**Signal wires on met1**

The bar under the picture is 20 µm long. Cells faint in the background.
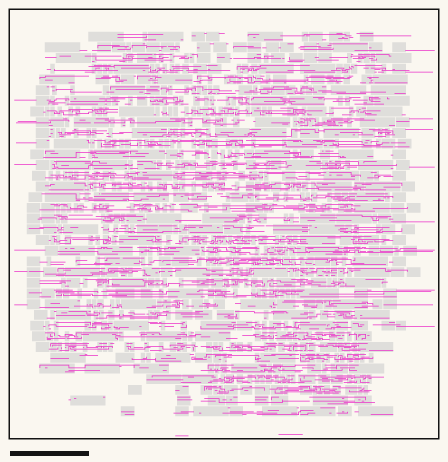
**Metal 2**

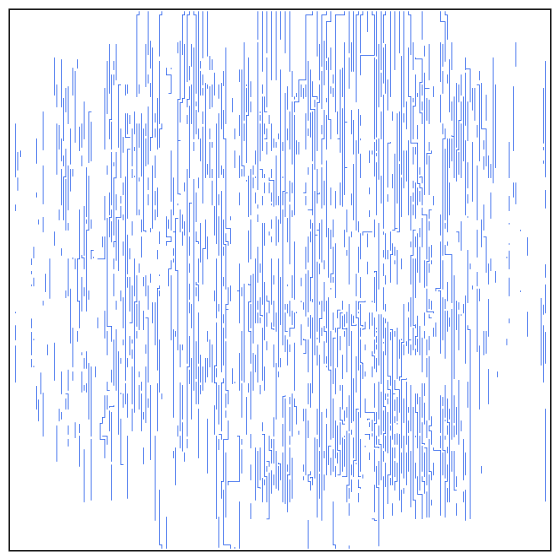
**Signal wires on met3**

The bar under the picture is 20 µm long.
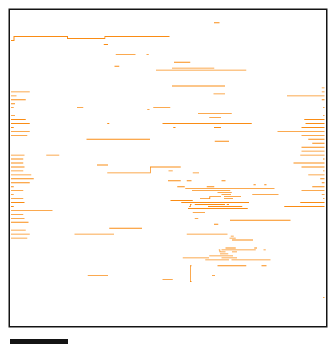
`config.mk`:
```
export PLATFORM = sky130hd
export DESIGN_NAME = updi_txn_ctrl
export DESIGN_NICKNAME = d
export VERILOG_FILES = /design/src/rtl/updi_txn_ctrl.sv
export SDC_FILE = /design/constraint.sdc
export NUM_CORES = 1
export LEC_CHECK = 0
export ABC_AREA = 1
export CAP_MARGIN = 20
export CORE_MARGIN = 4
export CORE_UTILIZATION = 56
export DETAILED_ROUTE_END_ITERATION = 10
export PLACE_DENSITY = 0.85
export SKIP_CTS_REPAIR_TIMING = 1
export SYNTH_ARGS = -nofsm -noshare
export SYNTH_HDL_FRONTEND = slang
export SYNTH_SLANG_ARGS = --single-unit
```
`constraint.sdc`:
```
create_clock -name clk -period 6.35 [get_ports clk]
set_clock_uncertainty 0.2 [all_clocks]
set_input_delay 0.9525 -clock clk [delete_from_list [all_inputs] [get_ports clk]]
set_output_delay 0.9525 -clock clk [all_outputs]
set_load 0.01 [all_outputs]
```
`src/rtl/updi_txn_ctrl.sv`:
```
// updi_txn_ctrl: runs one UPDI command at a time over the PHY FIFOs.
// Each command is an optional double break, SYNC, opcode, payload, echo check and response capture.
module updi_txn_ctrl #(
  parameter int TIMEOUT_CLK = 200000
) (
  input  logic        clk,
  input  logic        rst,
  input  logic        cmd_valid,
  output logic        cmd_ready,
  input  logic        cmd_break,
  input  logic [7:0]  cmd_opcode,
  input  logic [2:0]  cmd_tx_len,
  input  logic [31:0] cmd_tx_data,
  input  logic [2:0]  cmd_rx_len,
  output logic        rsp_valid,
  output logic [31:0] rsp_data,
  output logic [1:0]  rsp_error,
  output logic        busy,
  output logic [7:0]  phy_tx_data,
  output logic        phy_tx_wr_en,
  input  logic        phy_tx_full,
  input  logic [7:0]  phy_rx_data,
  output logic        phy_rx_rd_en,
  input  logic        phy_rx_empty,
  input  logic        phy_rx_error,
  output logic        db_start,
  input  logic        db_busy,
  input  logic        db_done
);
  localparam int CW = $clog2(TIMEOUT_CLK);
  typedef enum logic [2:0] {IDLE, BREAK, BREAK_WAIT, SEND, ECHO, RECV, DRAIN, DONE} state_t;
  state_t state_q, state_d;
  logic [2:0] k_q, k_d, tx_len_q, tx_len_d, rx_len_q, rx_len_d, last_k;
  logic [7:0] opcode_q, opcode_d, tx_byte;
  logic [31:0] tx_data_q, tx_data_d, rsp_data_q, rsp_data_d;
  logic [1:0] err_q, err_d, bsel;
  logic [CW-1:0] cnt_q, cnt_d;
  logic timeout, pop, unused_db_busy;
  assign unused_db_busy = db_busy;
  assign last_k = tx_len_q + 3'd1;
  // Payload bytes sit at k=2..5; wrapping k-2 in two bits selects byte 0..3.
  assign bsel = k_q[1:0] - 2'd2;
  assign tx_byte = k_q == 3'd0 ? 8'h55 : k_q == 3'd1 ? opcode_q : tx_data_q[{bsel, 3'b000} +: 8];
  assign timeout = cnt_q == CW'(TIMEOUT_CLK - 1);
  assign pop = (state_q == ECHO || state_q == RECV || state_q == DRAIN) && !phy_rx_empty;
  assign cmd_ready = state_q == IDLE;
  assign busy = state_q != IDLE;
  assign db_start = state_q == BREAK;
  assign rsp_valid = state_q == DONE;
  assign rsp_data = rsp_data_q;
  assign rsp_error = err_q;
  assign phy_tx_wr_en = state_q == SEND && !phy_tx_full;
  assign phy_tx_data = phy_tx_wr_en ? tx_byte : 8'h00;
  assign phy_rx_rd_en = pop;
  always_comb begin
    state_d = state_q;
    k_d = k_q;
    tx_len_d = tx_len_q;
    rx_len_d = rx_len_q;
    opcode_d = opcode_q;
    tx_data_d = tx_data_q;
    rsp_data_d = rsp_data_q;
    err_d = err_q;
    cnt_d = cnt_q;
    case (state_q)
      IDLE: if (cmd_valid) begin
        tx_len_d = cmd_tx_len > 3'd4 ? 3'd4 : cmd_tx_len;
        rx_len_d = cmd_rx_len > 3'd4 ? 3'd4 : cmd_rx_len;
        opcode_d = cmd_opcode;
        tx_data_d = cmd_tx_data;
        rsp_data_d = '0;
        err_d = '0;
        k_d = '0;
        state_d = cmd_break ? BREAK : SEND;
      end
      BREAK: state_d = BREAK_WAIT;
      BREAK_WAIT: state_d = db_done ? SEND : BREAK_WAIT;
      SEND: if (!phy_tx_full) begin
        k_d = k_q == last_k ? 3'd0 : k_q + 3'd1;
        cnt_d = '0;
        state_d = k_q == last_k ? ECHO : SEND;
      end
      ECHO, RECV: begin
        cnt_d = pop ? '0 : cnt_q + CW'(1);
        if (pop) k_d = k_q + 3'd1;
        if (pop && state_q == RECV) rsp_data_d[{k_q[1:0], 3'b000} +: 8] = phy_rx_data;
        // Checked in priority order: rx_error, echo mismatch, timeout.
        if (phy_rx_error) begin
          err_d = 2'd1;
          cnt_d = '0;
          state_d = DRAIN;
        end else if (pop && state_q == ECHO && phy_rx_data != tx_byte) begin
          err_d = 2'd2;
          cnt_d = '0;
          state_d = DRAIN;
        end else if (!pop && timeout) begin
          err_d = 2'd3;
          cnt_d = '0;
          state_d = DRAIN;
        end else if (pop && state_q == ECHO && k_q == last_k) begin
          k_d = '0;
          state_d = rx_len_q == 3'd0 ? DONE : RECV;
        end else if (pop && state_q == RECV && k_q == rx_len_q - 3'd1) begin
          state_d = DONE;
        end
      end
      DRAIN: begin
        cnt_d = pop || timeout ? '0 : cnt_q + CW'(1);
        state_d = !pop && timeout ? DONE : DRAIN;
      end
      DONE: state_d = IDLE;
      default: state_d = IDLE;
    endcase
  end
  always_ff @(posedge clk or negedge rst) begin
    if (!rst) begin
      state_q <= IDLE;
      k_q <= '0;
      tx_len_q <= '0;
      rx_len_q <= '0;
      opcode_q <= '0;
      tx_data_q <= '0;
      rsp_data_q <= '0;
      err_q <= '0;
      cnt_q <= '0;
    end else begin
      state_q <= state_d;
      k_q <= k_d;
      tx_len_q <= tx_len_d;
      rx_len_q <= rx_len_d;
      opcode_q <= opcode_d;
      tx_data_q <= tx_data_d;
      rsp_data_q <= rsp_data_d;
      err_q <= err_d;
      cnt_q <= cnt_d;
    end
  end
endmodule
```
==> results.sh <==
# source this file to load flow results
export IMPL_power_frac_comb_pct=43.6
export IMPL_cts_made_buffers=9
export IMPL_yosys_area_top_type_share_pct=45.77
export IMPL_p_switching_w=0.001072
export IMPL_drt_first_iter_violations=359
export IMPL_synthFlopType="dfrtp_1"
export IMPL_layout_top_cell="nand2_1"
export IMPL_antenna_cells=0
export IMPL_yosys_top_cells_area="dfrtp_1 (46%), nand2_1 (18%), inv_1 (5.2%), nand3_1 (4.4%), o21ai_0 (4.2%)"
export IMPL_clock_pin_transition_on_the_worst_setup_and_hold_timing_paths_ns=0.09
export IMPL_first_global_vias=5056
export IMPL_final_period_utilization_pct=66.35
export IMPL_critPathKind="register to output pin"
export IMPL_cts_sinks=104
export IMPL_syn_nets=813
export IMPL_layout_filler_cells=844
export IMPL_final_core_util_pct=71.78
export IMPL_core_rowCount=36
export IMPL_min_path_type="register to register"
export IMPL_synth_sequential_area_ratio_pct=45.77
export IMPL_clock_tree_buf_depth=2
export IMPL_layout_area_overhead_pct=23.97
export IMPL_drt_vias_per_instance=5.395
export IMPL_arrival_ns=3.06
export IMPL_finalSetupTns_ns=0
export IMPL_yosysUniqueCellTypes=34
export IMPL_top_area_cell_class="sequential cells"
export IMPL_synth_area_mm2=0.005685
export IMPL_cts_htree_levels=3
export IMPL_endpoint_kind="output pin"
export IMPL_worst_slew_margin_rel_pct=34.84
export IMPL_core_mm2=0.009819
export IMPL_top_level_ports=111
export IMPL_grt_overflow_total=0
export IMPL_synthCells=741
export IMPL_vdd_ir_drop_max_v=0.0001734
export IMPL_yosys_cells=741
export IMPL_clock_area_share_pct=3.142
export IMPL_postRouteAntennaNets=0
export IMPL_design_die_area_mm2=0.01183
export IMPL_timing_max_transition_violations_final=0
export IMPL_clock_tree_buffer_count_of_the_final_layout=11
export IMPL_hpwl_um=10970
export IMPL_final_design_area_no_fill_mm2=0.007048
export IMPL_startpoint_type="register"
export IMPL_first_pass_grt_wire_length_um=23930
export IMPL_cell_internal_pwr_w=0.001435
export IMPL_data_required_time_at_the_worst_endpoint_ns=5.20
export IMPL_grt_start_max_net_pins=73
export IMPL_post_route_worst_setup_slack_ns=2.137
export IMPL_detail_route_drc_violations=0
export IMPL_detailedPlace_worstSlack_ns=2.533
export IMPL_seq_area_share_pct=36.93
export IMPL_asyncSetResetFlopFracSynth_pct=100.0
export IMPL_max_slew_worst_pin_slew_ns=0.9774
export IMPL_synth_flops=104
export IMPL_root_buffer="clkbuf_8"
export IMPL_floorplan_tapcells=133
export IMPL_setup_repair_after_global_routing_missed_its_margin="false"
export IMPL_top_cells_by_count="nand2_1 (274), dfrtp_1 (104), inv_1 (79)"
export IMPL_cts_tree="done"
export IMPL_total_power_w=0.002507
export IMPL_ratio_of_cells_with_drive_above_1_in_the_final_layout_pct=7.447
export IMPL_port_buffer_count=109
export IMPL_clkLatencyLatePin_ns=0.38
export IMPL_num_nonclk_inverters=93
export IMPL_gp_congestion=0.9366
export IMPL_floorplan_initialDensity_pct=57.90
export IMPL_yosys_area_mm2=0.005685
export IMPL_die_w_um=108.8
export IMPL_detail_route_wl_per_cell_um=15.09
export IMPL_p_leak_nw=3.310
export IMPL_logic_area_mm2=0.002590
export IMPL_buffers_excl_clock=113
export IMPL_drv_max_cap_violation_count=0
export IMPL_synthesis_yosys_warnings=0
export IMPL_pwr_density_cell_mw_per_mm2=355.7
export IMPL_grt_util_all_layers_pct=25.47
export IMPL_worst_path_max_fanout=28
export IMPL_status="finished, final reports clean"
export IMPL_synth_area_leader_cell="dfrtp_1"
export IMPL_netSwitchingFraction_pct=42.75
export IMPL_synth_edff_count=0
export IMPL_post_layout_nonfiller_instances=979
export IMPL_power_share_sequential_pct=37.7
export IMPL_grt_antenna_before_repair=0
export IMPL_warnings=32
export IMPL_placed_cells_incl_taps=963
export IMPL_finalCriticalPeriod_ns=4.213
export IMPL_buffer_area_share_pct=15.80
export IMPL_hold_slack_ns=0.2796
export IMPL_place_area_mm2=0.006827
export IMPL_setup_violations=0
export IMPL_num_nets_final=913
export IMPL_power_frac_clock_pct=18.7
## Picture notes: 'signal wires on met1'
wire length on this layer: 6250 µm
main direction: horizontal

## Picture notes: 'metal 2'
nets with wire on the layer: 760
longest straight run: 42.5 µm
share of all routed wire: 49%
wire length on this layer: 7290 µm

## Picture notes: 'signal wires on met3'
longest straight run: 30.8 µm
wire length on this layer: 876 µm
grt met3 use: 3.493%
Total Routed Length: 14770 µm
detailed-route via count: 5282

## worst paths after layout
path | to | startpoint | cells after the start
worst max register to register | state_q[0] | k_q[0] | 18
worst min register to register | tx_data_q[25] | tx_data_q[25] | 2
worst min-delay path | tx_data_q[25] | tx_data_q[25] | 2
worst max-delay path | phy_tx_data[7] | k_q[0] | 8
min in group asynchronous | rsp_data[29] | rst | 1
max in group asynchronous | tx_data_q[9] | rst | 2
## layer usage
layer,GRT usage (%),part of all wire [%]
met3,3.493,5.9
met1,33.54,42
met2,42.50,49
met5,0,0
met4,10.55,2.4
## power by group through the flow
| stage | logic, W | registers (W) | clock network, W |
|---|---|---|---|
| detailed placement | 0.00108 | 0.000956 | 0 |
| floorplan | 0.000801 | 0.000915 | 0 |
| global route | 0.00123 | 0.000966 | 0.000492 |
| CTS | 0.00109 | 0.000944 | 0.000468 |
| finish | 0.00109 | 0.000945 | 0.000469 |
| global placement | 0.00103 | 0.000949 | 0 |
## critical path, cell delays in order (launching register included)
cell and delay (ns):
dfrtp_1 1.00, inv_4 0.25, ha_1 0.36, nand2_4 0.15, o21ai_0 0.09, inv_1 0.07
nand2_1 0.07, nor2_1 0.14, clkdlybuf4s50_1 0.56
## cell families (layout without fill, tap and decap cells)
logic type	Yosys count	count (layout)	share of synthesized area (%)
xor gates and xnor gates	20	20	3.081
and+or+nand+nor	398	398	29.80
buffers and inverters	117	222	8.759
DFF	104	104	45.77
adders and majority gates	9	9	1.981
AOI/OAI and AO/OA	93	93	10.61
## flip-flops by register name, indices dropped and copies added (netlist names)
register,count
k_q,3
rsp_error,2
rsp_data,32
cnt_q,18
opcode_q,8
tx_data_q,32
tx_len_q,3
state_q,3
rx_len_q,3
Power figures rest on the tool's default switching activity, not on a simulated workload.
